==> config.mk <==
export PLATFORM = sky130hd
export DESIGN_NAME = alarm_bank
export DESIGN_NICKNAME = d
export VERILOG_FILES = /design/src/rtl/alarm_pkg.sv /design/src/rtl/alarm_channel.sv /design/src/rtl/alarm_bank.sv
export SDC_FILE = /design/constraint.sdc
export NUM_CORES = 1
export LEC_CHECK = 0
export CAP_MARGIN = 30
export CORE_UTILIZATION = 67
export CTS_BUF_LIST = sky130_fd_sc_hd__clkbuf_4 sky130_fd_sc_hd__clkbuf_8
export DETAILED_ROUTE_END_ITERATION = 16
export GPL_TIMING_DRIVEN = 0
export PLACE_DENSITY = 0.94
export SETUP_SLACK_MARGIN = 0.5
export SLEW_MARGIN = 20
export SYNTH_ARGS = -nofsm -noshare
export SYNTH_HDL_FRONTEND = slang
export SYNTH_SLANG_ARGS = --single-unit
==> constraint.sdc <==
create_clock -name clk -period 4.94 [get_ports clk]
set_clock_uncertainty 0.15 [all_clocks]
set_input_delay 0.988 -clock clk [delete_from_list [all_inputs] [get_ports clk]]
set_output_delay 0.988 -clock clk [all_outputs]
set_load 0.005 [all_outputs]
Fig. 1: gate families picked out
Bar = 50 um.
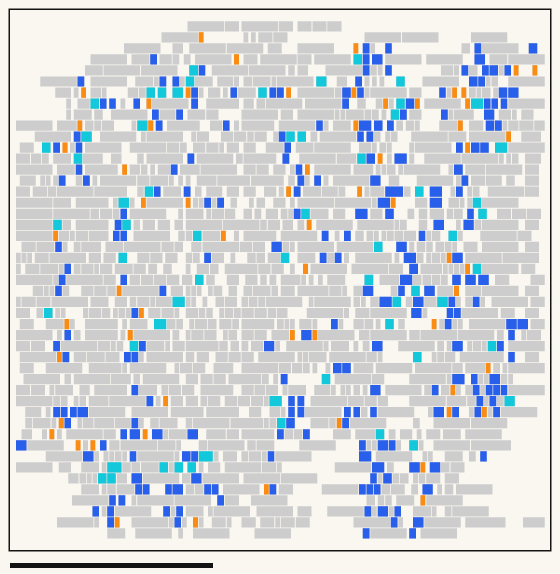
[cyan] and/or cells | cells: 60 | most used: or3_1 | where: spread over the die
[blue] aoi and oai cells | cells: 232 | most used: o21ai_0 | where: spread over the die
[orange] inv cells | cells: 61 | most used: inv_1 | where: spread over the die
Comb/total area: 49.8%
Commonest Layout Cell: dfrtp_1
fin cells: 1,547

Fig. 2: signal wires by layer
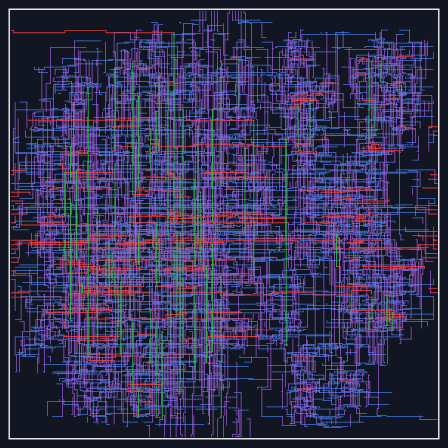
[green] M4 | wire length: 1,750 um
[blue] M1 | wire length: 11,600 um
[purple] M2 | wire length: 14,700 um
[red] M3 | wire length: 2,670 um
vias: 10,400
final WL: 30,700 um
WL per Instance: 19.8 um
total track usage: 35.7%

==> reports/metrics.yaml <==
clock_latency_ns: 0.49
end_kind: "flop"
ctsLongestPathBuffers: 2
dieArea_um2: 17800
timing.final.hold_violations: 0
post_cts_buffers: 0
run_status: "completed"
grt_pass1_vias: 10000
seqPwrFrac_pct: 42.1
layout-drive-gt1-share_pct: 8.89
aoi_share_pct: 15.0
top_logic_kind: "simple AND/OR/NAND/NOR gates"
synthDistinctLibCells: 77
vias_per_cell: 6.70
syn2layout_area_growth_pct: 11.0
dp_hpwl_um: 22300
io_buffers: 56
synth.area.top_cells: "dfrtp_1, ha_1, xnor2_1, o21ai_0, mux4_2"
cellPowerDensity_nw_per_um2: 435
synth_warnings: 0
power.switching_mw: 2.26
rsz0062_at_grt: "false"
fmax_mhz: 301
ys_sh_mux_pct: 5.93
largest_reg_flops: 96
peakVddDrop_v: 0.000294
critical_path.max_fanout: 7
clockRootBuffer: "clkbuf_8"
clk-power_mw: 1.01
seq_power_mw: 2.34
rows: 47
grt_overflow: 0
xor_share_pct: 7.67
edf_count: 0
drc: 0
ys.flops: 188
critPathMaxStageDelay_ns: 0.68
grt_max_degree: 82
power-top-group: "sequential cells"
cp_cell_sequence: "clkdlybuf4s50_1, nor3b_2, nand2_1, nor3_1, nand4_1, nor3_1, a21o_1"
fp_nets: 1329
p_clk_share_pct: 18.2
crit_required_ns: 5.23
p_total_mw: 5.57
cts_hold_buf: 0
syn-instance-count: 1238
cp_common_cell: "nor3_1"
cts.htree.levels: 4
period_used_pct: 67.3
synth_area_um2: 11500
top_cells_by_count: "dfrtp_1, nand2_1, o21ai_0, nor2_1, xnor2_1"
cts.sinks: 188
ant_nets: 0
ys_seq_share_pct: 40.8
placedCellCount: 1516
nNetsFinal: 1406
netSwitchingFraction_pct: 40.7
die_w_um: 133
fa_ha_area_share_pct: 6.07
powerComb_mw: 2.21
p_leak_nw: 5.54
clk_pin_slew_worst_paths_ns: 0.10
warning_count: 54
rrSetupSlack_ns: 2.28
yosys.area.top_type: "dfrtp_1"
relSlewSlack_pct: 42.8
[worst max-delay path, delay by kind of cell]
kind,cells,cell delay [ns]
AND-OR/OR-AND,1,0.11
AND/OR/NAND/NOR,5,1.91
buffers and inverters,1,0.60
[cells by family (layout without fill, tap and decap cells)]
logic type      count (synthesis)  in the layout
simple gates                  468            468
buf+inv                       109            198
mux                            37             37
xor+xnor                      101            101
compound gates                279            279
fa+ha+maj                      56             56
flops                         188            188
[placed cells by master (no fill, tap or decap), types with 35 or more instances in the layout]
cell type | Yosys | routed
a21oi_1 | 44 | 44
clkdlybuf4s50_1 | 0 | 55
dfrtp_1 | 188 | 188
ha_1 | 56 | 56
inv_1 | 61 | 61
nand2_1 | 135 | 135
nand3_1 | 41 | 41
nor2_1 | 80 | 80
nor3_1 | 59 | 59
o21ai_0 | 115 | 115
xnor2_1 | 66 | 66
xor2_1 | 35 | 35
[layer usage]
layer  global-route usage, %  vias to the layer above  part of all wire, %
li1                        -                     4571                    -
met4                    19.9                        0                  5.7
met5                       0                        -                    0
met1                    44.8                     4982                   38
met3                    5.94                      166                  8.7
met2                    59.0                      653                   48
[metrics by stage]
stage | hold WS (ns) | instance area, um^2 | TNS, ns | setup WS (ns)
global placement | 0.309 | 12400 | -916.15 | -4.88
CTS | 0.237 | 12800 | 0 | 1.68
global route | 0.243 | 12800 | 0 | 1.44
detailed placement | 0.321 | 12400 | 0 | 1.20
floorplan | 0.290 | 11500 | 0 | 2.34
finish | 0.224 | 12800 | 0 | 1.62
[cell type report]
class	count	area (um^2)
Sequential cell	188	4700
Timing Repair Buffer	58	621
Clock inverter	9	86.3
Tap cell	220	275
Multi-Input combinational cell	941	6390
Buffer	48	220
Clock buffer	22	290
Fill cell	1114	3890
Inverter	61	229
Power and IR drop assume default switching activity.
